**Clock network drawn from the DEF**

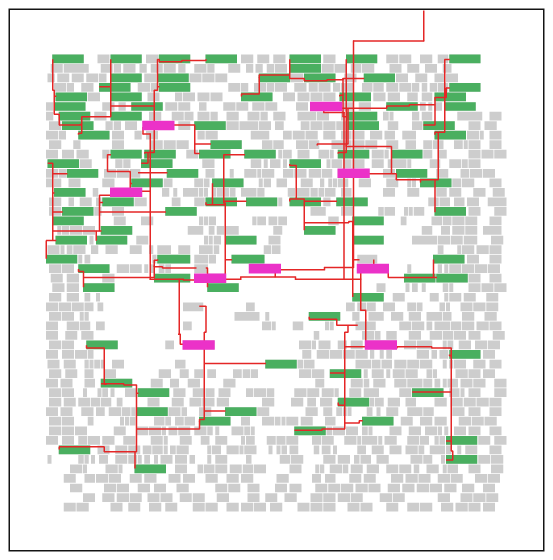
**Power grid**

The bar under the picture is 50 um long. Pins as bars on the die edge. Tap cells in grey.
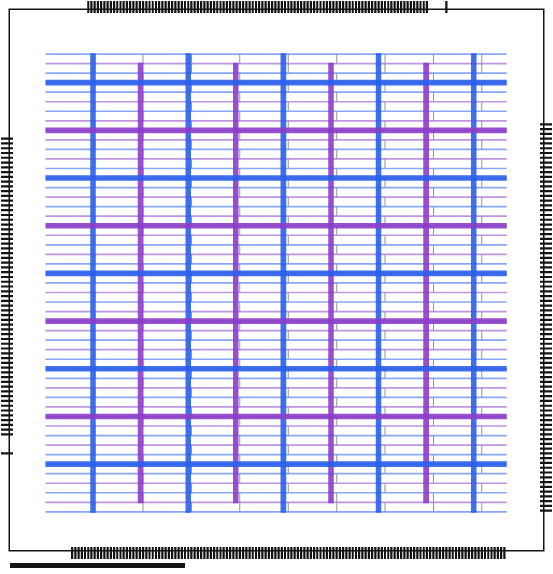
`src/rtl/reg_access_master.sv`:
```
`default_nettype none
// =============================================================================
// Module   : reg_access_master
// Purpose  : Initiator for the register select/read/write bus. Takes one
//            command at a time, pulses a one-hot select, captures the
//            read-out and returns it on a valid/ready response port.
//            Define REG_ACC_MST_WR_CHECK_EN to add a read-back check after
//            every in-range write.
// Revision : 1.0 - initial release
// =============================================================================
module reg_access_master #(
    parameter int REG_WIDTH  = 32,
    parameter int REG_NUM    = 8,
    parameter int ADDR_WIDTH = 3
) (
    input  logic                         clk,
    input  logic                         rst_n,
    input  logic                         cmd_valid,
    output logic                         cmd_ready,
    input  logic                         cmd_wr,
    input  logic [ADDR_WIDTH-1:0]        cmd_addr,
    input  logic [REG_WIDTH-1:0]         cmd_wdata,
    output logic                         rsp_valid,
    input  logic                         rsp_ready,
    output logic [REG_WIDTH-1:0]         rsp_rdata,
    output logic                         rsp_err,
    output logic [REG_NUM-1:0]           reg_wr_sel,
    output logic                         reg_wr_rd,
    output logic [REG_WIDTH-1:0]         reg_wr_data,
    input  logic [REG_NUM*REG_WIDTH-1:0] reg_rd_out,
    output logic [15:0]                  acc_cnt
);

    localparam logic [2:0] c_IDLE    = 3'd0;
    localparam logic [2:0] c_ACCESS  = 3'd1;
    localparam logic [2:0] c_CAPTURE = 3'd2;
    localparam logic [2:0] c_RESP    = 3'd3;
`ifdef REG_ACC_MST_WR_CHECK_EN
    localparam logic [2:0] c_CHK_RD  = 3'd4;
    localparam logic [2:0] c_CHK_CAP = 3'd5;
`endif

    logic [2:0]            state_q,     state_d;
    logic                  wr_q,        wr_d;
    logic [ADDR_WIDTH-1:0] addr_q,      addr_d;
`ifdef REG_ACC_MST_WR_CHECK_EN
    logic [REG_WIDTH-1:0]  wdata_q,     wdata_d;
`endif
    logic [REG_NUM-1:0]    sel_q,       sel_d;
    logic                  wr_rd_q,     wr_rd_d;
    logic [REG_WIDTH-1:0]  wr_data_q,   wr_data_d;
    logic                  rsp_valid_q, rsp_valid_d;
    logic [REG_WIDTH-1:0]  rsp_rdata_q, rsp_rdata_d;
    logic                  rsp_err_q,   rsp_err_d;
    logic [15:0]           acc_cnt_q,   acc_cnt_d;

    logic                  w_cmd_oor;
    logic [REG_WIDTH-1:0]  w_rd_word;

    function automatic logic [REG_NUM-1:0] f_onehot(input logic [ADDR_WIDTH-1:0] a);
        logic [REG_NUM-1:0] s;
        s = '0;
        for (int i = 0; i < REG_NUM; i++) begin
            if (a == ADDR_WIDTH'(i)) s[i] = 1'b1;
        end
        return s;
    endfunction

    assign w_cmd_oor = (32'(cmd_addr) >= 32'(REG_NUM));

    // Loop mux keeps out-of-range addresses from ever indexing past the bus.
    always_comb begin
        w_rd_word = '0;
        for (int i = 0; i < REG_NUM; i++) begin
            if (addr_q == ADDR_WIDTH'(i)) w_rd_word = reg_rd_out[i*REG_WIDTH +: REG_WIDTH];
        end
    end

    always_comb begin
        state_d     = state_q;
        wr_d        = wr_q;
        addr_d      = addr_q;
`ifdef REG_ACC_MST_WR_CHECK_EN
        wdata_d     = wdata_q;
`endif
        sel_d       = '0;
        wr_rd_d     = 1'b0;
        wr_data_d   = '0;
        rsp_valid_d = rsp_valid_q;
        rsp_rdata_d = rsp_rdata_q;
        rsp_err_d   = rsp_err_q;
        acc_cnt_d   = acc_cnt_q;
        case (state_q)
            c_IDLE: begin
                if (cmd_valid) begin
                    wr_d    = cmd_wr;
                    addr_d  = cmd_addr;
`ifdef REG_ACC_MST_WR_CHECK_EN
                    wdata_d = cmd_wdata;
`endif
                    if (w_cmd_oor) begin
                        state_d     = c_RESP;
                        rsp_valid_d = 1'b1;
                        rsp_err_d   = 1'b1;
                        rsp_rdata_d = '0;
                    end else begin
                        state_d   = c_ACCESS;
                        sel_d     = f_onehot(cmd_addr);
                        wr_rd_d   = cmd_wr;
                        wr_data_d = cmd_wdata;
                    end
                end
            end
            c_ACCESS: begin
                state_d = c_CAPTURE;
            end
            c_CAPTURE: begin
                if (!wr_q) begin
                    rsp_rdata_d = w_rd_word;
                    rsp_err_d   = 1'b0;
                    rsp_valid_d = 1'b1;
                    state_d     = c_RESP;
                end else begin
                    rsp_rdata_d = '0;
                    rsp_err_d   = 1'b0;
`ifdef REG_ACC_MST_WR_CHECK_EN
                    state_d     = c_CHK_RD;
                    sel_d       = f_onehot(addr_q);
`else
                    rsp_valid_d = 1'b1;
                    state_d     = c_RESP;
`endif
                end
            end
`ifdef REG_ACC_MST_WR_CHECK_EN
            c_CHK_RD: begin
                state_d = c_CHK_CAP;
            end
            c_CHK_CAP: begin
                rsp_rdata_d = w_rd_word;
                rsp_err_d   = (w_rd_word != wdata_q);
                rsp_valid_d = 1'b1;
                state_d     = c_RESP;
            end
`endif
            c_RESP: begin
                if (rsp_ready) begin
                    rsp_valid_d = 1'b0;
                    rsp_err_d   = 1'b0;
                    acc_cnt_d   = acc_cnt_q + 16'd1;
                    state_d     = c_IDLE;
                end
            end
            default: begin
                state_d = c_IDLE;
            end
        endcase
    end

    always_ff @(posedge clk or negedge rst_n) begin
        if (!rst_n) begin
            state_q     <= c_IDLE;
            wr_q        <= 1'b0;
            addr_q      <= '0;
`ifdef REG_ACC_MST_WR_CHECK_EN
            wdata_q     <= '0;
`endif
            sel_q       <= '0;
            wr_rd_q     <= 1'b0;
            wr_data_q   <= '0;
            rsp_valid_q <= 1'b0;
            rsp_rdata_q <= '0;
            rsp_err_q   <= 1'b0;
            acc_cnt_q   <= '0;
        end else begin
            state_q     <= state_d;
            wr_q        <= wr_d;
            addr_q      <= addr_d;
`ifdef REG_ACC_MST_WR_CHECK_EN
            wdata_q     <= wdata_d;
`endif
            sel_q       <= sel_d;
            wr_rd_q     <= wr_rd_d;
            wr_data_q   <= wr_data_d;
            rsp_valid_q <= rsp_valid_d;
            rsp_rdata_q <= rsp_rdata_d;
            rsp_err_q   <= rsp_err_d;
            acc_cnt_q   <= acc_cnt_d;
        end
    end

    assign cmd_ready   = (state_q == c_IDLE);
    assign rsp_valid   = rsp_valid_q;
    assign rsp_rdata   = rsp_rdata_q;
    assign rsp_err     = rsp_err_q;
    assign reg_wr_sel  = sel_q;
    assign reg_wr_rd   = wr_rd_q;
    assign reg_wr_data = wr_data_q;
    assign acc_cnt     = acc_cnt_q;

endmodule
`default_nettype wire

```
`config.mk`:
```
export PLATFORM = sky130hd
export DESIGN_NAME = reg_access_master
export DESIGN_NICKNAME = d
export VERILOG_FILES = /design/src/rtl/reg_access_master.sv
export SDC_FILE = /design/constraint.sdc
export NUM_CORES = 1
export LEC_CHECK = 0
export CORE_AREA = 10 10 142 144
export CTS_CLUSTER_DIAMETER = 200
export DETAILED_ROUTE_END_ITERATION = 12
export DIE_AREA = 0 0 152 154
export GPL_ROUTABILITY_DRIVEN = 0
export PLACE_DENSITY = 0.79
export SLEW_MARGIN = 0
export SYNTH_ARGS = -nofsm -noshare
export SYNTH_HDL_FRONTEND = slang
export SYNTH_SLANG_ARGS = --single-unit
export TNS_END_PERCENT = 100
```
`constraint.sdc`:
```
create_clock -name clk -period 2.6 [get_ports clk]
set_input_delay 0.39 -clock clk [delete_from_list [all_inputs] [get_ports clk]]
set_output_delay 0.39 -clock clk [all_outputs]
set_load 0.05 [all_outputs]
```
==> impl_metrics.toml <==
# yosys + openroad results
[outcome]
status = "complete, no violations"

[global_route]
grt_usage_pct = 23.9
grt_use_met2_pct = 41.9
grt_pass1_vias = 7011
grt_pass1_wl_mm = 44.2
grt_use_met3_pct = 5.05
antenna_found_initial = 4

[power_and_ir_drop]
pg_comb_mw = 6.28
p_seq_share_pct = 23.6
p_int_mw = 5.19
p_leak_nw = 4.55
sequentialPower_mw = 2.37
power_mw = 10.0

[critical_path]
cp.depth = 1
crit_family = "buffers and inverters"
cp.buffers_inverters = 1
worst-endpoint-arrival_ps = 1680
cp_slowest_stage_delay_ps = 880
cp_max_fo = 5
worstSetupStartpoint = "acc_cnt[0]"
path_cells = "clkdlybuf4s50_1"
slowest_stage = "clkdlybuf4s50_1"
required_ps = 2210
start_kind = "flip-flop"

[synthesis]
topCellsByArea = "dfrtp_1, mux2i_1, nor4bb_1"
syn_area_um2 = 6200
yosys_warnings = 0
synth_cell_type_count = 49
numSynthFlops = 96
synthCells = 640
avgSynthCellArea_um2 = 9.69
synth_nets = 940

[cells_and_area]
dominant_cells = "non-clock buffers"
layout.nonclk_buf_share_pct = 38.7
seq-cell-share_pct = 22.7
fin_util_pct = 61.8
comb_share_pct = 32.5
clkCellAreaFrac_pct = 3.01
n_clock_buffer = 9
logic_area_um2 = 3450
fillers = 1498
final_area_um2 = 10600
comb_cells = 477
syn_to_final_growth_pct = 71.1

[sta]
slew_headroom_pct = 49.9
tns_ps = 0
skew_ps = 8.18
tightestPinTransition_ps = 751
final-setup-viol-count = 0
fmax_mhz = 483
drv_slew = 0
holdWs_ps = 466

[die]
row_count = 48
n_tap_cell = 225
fp_util_pct = 36.1
pin_count = 388

[hold_path]
holdCritPathClass = "input port to async pin"

[routing]
first_pass_iters = 5
drc_errors = 0
met1Wirelength_mm = 11.9
avgViaCountPerCell = 5.39
vias = 6674
routedWlPerCell_um = 23.7

[cts]
root_buffer = "clkbuf_16"
ctsLongestPathBuffers = 2
htree_levels = 3
clock_sinks = 96
cts_tree = "built"

[job]
warnings = 28
-- 'clock network drawn from the DEF' (at the start) --
legend:
  red:
    item: clock wires
    length: 1390 um
  magenta:
    item: clock drivers
    count: 9
  green:
    item: flip-flops
    count: 96
routed clock nets: 10
clock power share: 13.9%
worst skew pair latency: 360 ps

-- 'power grid' (at the start) --
legend:
  purple:
    net: VDD
  blue:
    net: VSS
met5 straps: 9
signal pins: 388
met4 straps: 9
core outline area: 17200 um2
Die Y: 154 um
Die W: 152 um
Max VDD drop: 0.496 mV

-- registers in the layout, indices dropped and copies added, names as in the netlist --
name	cells
reg_wr_data	32
rsp_rdata	32
acc_cnt	16
reg_wr_sel	8
addr_q	3
state_q	2
reg_wr_rd	1
rsp_valid	1
wr_q	1
-- worst reg2reg max path, cell delays in order (launching register included) --
cell and delay, ps:
dfrtp_2 630, buf_4 300, and2_1 160, buf_4 200, a211oi_1 410, o211ai_1 150
nand3_1 120
-- kinds of logic (layout without fill, tap and decap cells) --
kind of cell	after synthesis	count (layout)	share of synthesized area (%)
fa+ha+maj	4	4	0.807
mux	95	95	15.9
compound gates	138	138	17.2
flops	96	96	38.7
other cells	1	5	0.0605
xor+xnor	15	15	2.12
simple gates	224	224	19.5
buf+inv	67	437	5.69
Power figures rest on the tool's default switching activity, not on a simulated workload.
